## src/rtl/pattern_lut_arbiter_if.sv

```systemverilog
// pattern_lut_arbiter_if: pattern-finder, LUT port and host handshake signals of the LUT arbiter
interface pattern_lut_arbiter_if #(
    parameter int MXADRB = 12,
    parameter int MXDATB = 18,
    parameter int MXPIDB = 4
);
    logic              pf_vld0;
    logic [MXADRB-1:0] pf_adr0;
    logic [MXPIDB-1:0] pf_pid0;
    logic              pf_vld1;
    logic [MXADRB-1:0] pf_adr1;
    logic [MXPIDB-1:0] pf_pid1;
    logic [MXADRB-1:0] lut_adr0;
    logic [MXPIDB-1:0] lut_pid0;
    logic [MXADRB-1:0] lut_adr1;
    logic [MXPIDB-1:0] lut_pid1;
    logic [MXDATB-1:0] lut_rd1;
    logic              host_req;
    logic [MXPIDB-1:0] host_pid;
    logic [MXADRB-1:0] host_adr;
    logic              host_busy;
    logic              host_ack;
    logic [MXDATB-1:0] host_data;
    logic              host_err;
    logic              pf_drop1;
    logic [15:0]       cnt_drop;
    modport slave (
        input  pf_vld0, pf_adr0, pf_pid0, pf_vld1, pf_adr1, pf_pid1, lut_rd1, host_req, host_pid, host_adr,
        output lut_adr0, lut_pid0, lut_adr1, lut_pid1, host_busy, host_ack, host_data, host_err, pf_drop1, cnt_drop
    );
    modport master (
        output pf_vld0, pf_adr0, pf_pid0, pf_vld1, pf_adr1, pf_pid1, lut_rd1, host_req, host_pid, host_adr,
        input  lut_adr0, lut_pid0, lut_adr1, lut_pid1, host_busy, host_ack, host_data, host_err, pf_drop1, cnt_drop
    );
endinterface

```

## src/rtl/pattern_lut_arbiter.sv

```systemverilog
// pattern_lut_arbiter: shares pattern LUT read port 1 between pattern-finder candidate 1 and a host reader
module pattern_lut_arbiter #(
    parameter int MXADRB     = 12,
    parameter int MXDATB     = 18,
    parameter int MXPIDB     = 4,
    parameter int ROM_LAT    = 1,
    parameter int STARVE_MAX = 255
) (
    input  logic                  clock,
    input  logic                  reset,
    pattern_lut_arbiter_if.slave  bus
);
    typedef enum logic [1:0] {S_IDLE, S_WAIT, S_OWN, S_ACK} state_t;
    state_t            r_state, w_next;
    logic [MXPIDB-1:0] r_pid;
    logic [MXADRB-1:0] r_adr;
    logic [7:0]        r_wait;
    logic [1:0]        r_own;
    logic [MXDATB-1:0] r_data;
    logic              r_err;
    logic [15:0]       r_cnt_drop;
    logic              w_pid_ok, w_accept, w_grant, w_own1, w_drop, w_capture;

    // next state, port 1 ownership and candidate-1 drop detection
    always_comb begin
        w_pid_ok  = (bus.host_pid >= MXPIDB'(2)) && (bus.host_pid <= MXPIDB'(10));
        w_accept  = (r_state == S_IDLE) && bus.host_req;
        w_grant   = (r_state == S_WAIT) && (!bus.pf_vld1 || r_wait == 8'(STARVE_MAX));
        w_own1    = (r_state == S_OWN) || w_grant;
        w_drop    = w_own1 && bus.pf_vld1;
        w_capture = (r_state == S_OWN) && (r_own == 2'd1);
        w_next    = r_state;
        case (r_state)
            S_IDLE:  w_next = w_accept ? (w_pid_ok ? S_WAIT : S_ACK) : S_IDLE;
            S_WAIT:  w_next = w_grant ? S_OWN : S_WAIT;
            S_OWN:   w_next = w_capture ? S_ACK : S_OWN;
            S_ACK:   w_next = bus.host_req ? S_ACK : S_IDLE;
            default: w_next = S_IDLE;
        endcase
    end

    assign bus.lut_adr0  = bus.pf_adr0;
    assign bus.lut_pid0  = bus.pf_pid0;
    assign bus.lut_adr1  = w_own1 ? r_adr : bus.pf_adr1;
    assign bus.lut_pid1  = w_own1 ? r_pid : bus.pf_pid1;
    assign bus.host_busy = (r_state == S_WAIT) || (r_state == S_OWN);
    assign bus.host_ack  = (r_state == S_ACK);
    assign bus.host_data = r_data;
    assign bus.host_err  = r_err;
    assign bus.pf_drop1  = w_drop;
    assign bus.cnt_drop  = r_cnt_drop;

    // state, latched request, starvation/ownership counters, read data and drop count
    always_ff @(posedge clock) begin
        if (reset) begin
            r_state    <= S_IDLE;
            r_pid      <= '0;
            r_adr      <= '0;
            r_wait     <= '0;
            r_own      <= '0;
            r_data     <= '0;
            r_err      <= 1'b0;
            r_cnt_drop <= '0;
        end else begin
            r_state <= w_next;
            if (w_accept) begin
                r_pid <= bus.host_pid;
                r_adr <= bus.host_adr;
                if (!w_pid_ok) begin
                    r_data <= '0;
                    r_err  <= 1'b1;
                end
            end
            r_wait <= (r_state == S_WAIT && !w_grant) ? r_wait + {7'd0, r_wait != 8'(STARVE_MAX)} : 8'd0;
            r_own  <= w_grant ? 2'(ROM_LAT) : (r_state == S_OWN) ? r_own - 2'd1 : r_own;
            if (w_capture)
                r_data <= bus.lut_rd1;
            if (r_state == S_ACK && !bus.host_req)
                r_err <= 1'b0;
            if (w_drop && r_cnt_drop != 16'hFFFF)
                r_cnt_drop <= r_cnt_drop + 16'd1;
        end
    end
endmodule
```

## src/flat_wrapper.sv

```systemverilog
// flat-port wrapper written by rule: the top's interface ports become plain ports
module pattern_lut_arbiter_flat 
#(
    parameter int MXADRB     = 12,
    parameter int MXDATB     = 18,
    parameter int MXPIDB     = 4,
    parameter int ROM_LAT    = 1,
    parameter int STARVE_MAX = 255
)
  (clock, reset, bus_pf_vld0, bus_pf_adr0, bus_pf_pid0, bus_pf_vld1, bus_pf_adr1, bus_pf_pid1, bus_lut_rd1, bus_host_req, bus_host_pid, bus_host_adr, bus_lut_adr0, bus_lut_pid0, bus_lut_adr1, bus_lut_pid1, bus_host_busy, bus_host_ack, bus_host_data, bus_host_err, bus_pf_drop1, bus_cnt_drop);
  pattern_lut_arbiter_if #(.MXADRB(MXADRB), .MXDATB(MXDATB), .MXPIDB(MXPIDB)) bus_i ();
  input  logic clock;
  input  logic reset;
  input wire logic [$bits(bus_i.pf_vld0)-1:0] bus_pf_vld0;
  input wire logic [$bits(bus_i.pf_adr0)-1:0] bus_pf_adr0;
  input wire logic [$bits(bus_i.pf_pid0)-1:0] bus_pf_pid0;
  input wire logic [$bits(bus_i.pf_vld1)-1:0] bus_pf_vld1;
  input wire logic [$bits(bus_i.pf_adr1)-1:0] bus_pf_adr1;
  input wire logic [$bits(bus_i.pf_pid1)-1:0] bus_pf_pid1;
  input wire logic [$bits(bus_i.lut_rd1)-1:0] bus_lut_rd1;
  input wire logic [$bits(bus_i.host_req)-1:0] bus_host_req;
  input wire logic [$bits(bus_i.host_pid)-1:0] bus_host_pid;
  input wire logic [$bits(bus_i.host_adr)-1:0] bus_host_adr;
  output wire logic [$bits(bus_i.lut_adr0)-1:0] bus_lut_adr0;
  output wire logic [$bits(bus_i.lut_pid0)-1:0] bus_lut_pid0;
  output wire logic [$bits(bus_i.lut_adr1)-1:0] bus_lut_adr1;
  output wire logic [$bits(bus_i.lut_pid1)-1:0] bus_lut_pid1;
  output wire logic [$bits(bus_i.host_busy)-1:0] bus_host_busy;
  output wire logic [$bits(bus_i.host_ack)-1:0] bus_host_ack;
  output wire logic [$bits(bus_i.host_data)-1:0] bus_host_data;
  output wire logic [$bits(bus_i.host_err)-1:0] bus_host_err;
  output wire logic [$bits(bus_i.pf_drop1)-1:0] bus_pf_drop1;
  output wire logic [$bits(bus_i.cnt_drop)-1:0] bus_cnt_drop;
  assign bus_i.pf_vld0 = bus_pf_vld0;
  assign bus_i.pf_adr0 = bus_pf_adr0;
  assign bus_i.pf_pid0 = bus_pf_pid0;
  assign bus_i.pf_vld1 = bus_pf_vld1;
  assign bus_i.pf_adr1 = bus_pf_adr1;
  assign bus_i.pf_pid1 = bus_pf_pid1;
  assign bus_i.lut_rd1 = bus_lut_rd1;
  assign bus_i.host_req = bus_host_req;
  assign bus_i.host_pid = bus_host_pid;
  assign bus_i.host_adr = bus_host_adr;
  assign bus_lut_adr0 = bus_i.lut_adr0;
  assign bus_lut_pid0 = bus_i.lut_pid0;
  assign bus_lut_adr1 = bus_i.lut_adr1;
  assign bus_lut_pid1 = bus_i.lut_pid1;
  assign bus_host_busy = bus_i.host_busy;
  assign bus_host_ack = bus_i.host_ack;
  assign bus_host_data = bus_i.host_data;
  assign bus_host_err = bus_i.host_err;
  assign bus_pf_drop1 = bus_i.pf_drop1;
  assign bus_cnt_drop = bus_i.cnt_drop;
  pattern_lut_arbiter #(.MXADRB(MXADRB), .MXDATB(MXDATB), .MXPIDB(MXPIDB), .ROM_LAT(ROM_LAT), .STARVE_MAX(STARVE_MAX)) u_core (.clock(clock), .reset(reset), .bus(bus_i));
endmodule
```

## config.mk

```make
export PLATFORM = sky130hd
export DESIGN_NAME = pattern_lut_arbiter_flat
export DESIGN_NICKNAME = d
export VERILOG_FILES = /design/src/rtl/pattern_lut_arbiter_if.sv /design/src/rtl/pattern_lut_arbiter.sv /design/src/flat_wrapper.sv
export SDC_FILE = /design/constraint.sdc
export NUM_CORES = 1
export LEC_CHECK = 0
export ABC_AREA = 1
export CAP_MARGIN = 20
export CELL_PAD_IN_SITES_DETAIL_PLACEMENT = 1
export CELL_PAD_IN_SITES_GLOBAL_PLACEMENT = 2
export CORE_ASPECT_RATIO = 1.25
export CORE_MARGIN = 2
export CORE_UTILIZATION = 24
export CTS_CLUSTER_SIZE = 20
export DETAILED_ROUTE_END_ITERATION = 10
export PLACE_DENSITY_LB_ADDON = 0.25
export SETUP_SLACK_MARGIN = 0.4
export SYNTH_ARGS = -nofsm -noshare
export SYNTH_HDL_FRONTEND = slang
export SYNTH_SLANG_ARGS = --single-unit
```

## constraint.sdc

```tcl
create_clock -name clock -period 3.3 [get_ports clock]
set_input_delay 0.33 -clock clock [delete_from_list [all_inputs] [get_ports clock]]
set_output_delay 0.33 -clock clock [all_outputs]
set_load 0.05 [all_outputs]
```

layer_met2.png
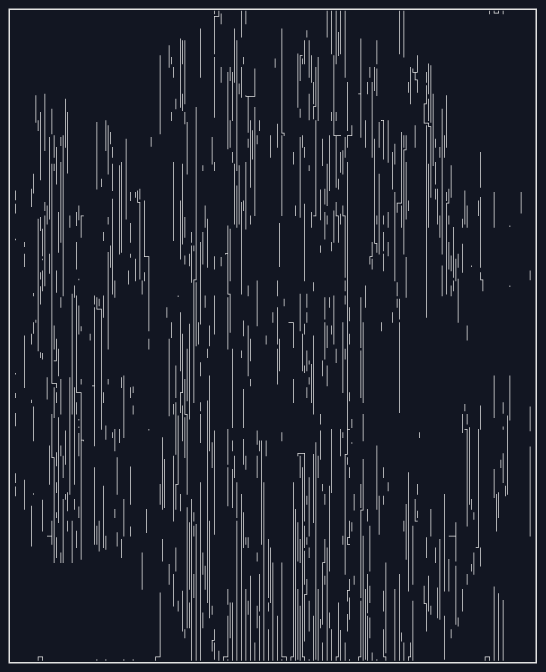
main direction: vertical
nets with wire on the layer: 490

==> impl_metrics.json <==
{
  "path_clk_slew_ns": 0.06,
  "arrival_ns": 2.14,
  "holdPathStages": 2,
  "stdcell_count": 682,
  "regArea_um2": 1260,
  "max_freq_mhz": 405,
  "clock_power_share_pct": 27.3,
  "min_to": "u_core.r_pid[3]",
  "reg2reg_to": "u_core.bus.host_err",
  "critical_path.cell_chain": "inv_1 -> ha_1 -> inv_1 -> nand2_8 -> mux2_2 -> dlymetal6s2s_1",
  "seq_area_share_pct": 27.3,
  "p_sw_w": 0.00145,
  "die-area_um2": 14200,
  "dpl_cell_area_um2": 4300,
  "ys_sh_xor_pct": 2.47,
  "die_h_um": 133,
  "largest_register_ffs": 18,
  "min_from": "u_core.r_pid[3]",
  "wl_per_cell_um": 14.3,
  "grt_pass1_wl_um": 16100,
  "finalSetupViolations": 0,
  "cp_max_fo": 27,
  "status": "finished clean",
  "core-area_um2": 13100,
  "wl_met3_um": 562,
  "combPwrFrac_pct": 45.7,
  "final_layout_size_suffix_gt1_share_pct": 10.8,
  "reg2regPathDepth": 7,
  "clk_share_pct": 6.30,
  "comb_cells": 288,
  "track_usage_pct": 14.3,
  "clock-sinks": 63,
  "fa_ha_area_share_pct": 3.53,
  "switching_share_pct": 41.7,
  "grt_pass1_vias": 3296
}
congestion.png
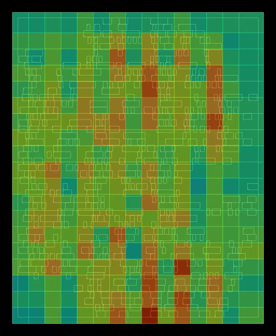
grt met2 use: 25.3%
Most Crowded Layer GR: met2
final core occ: 35.3%

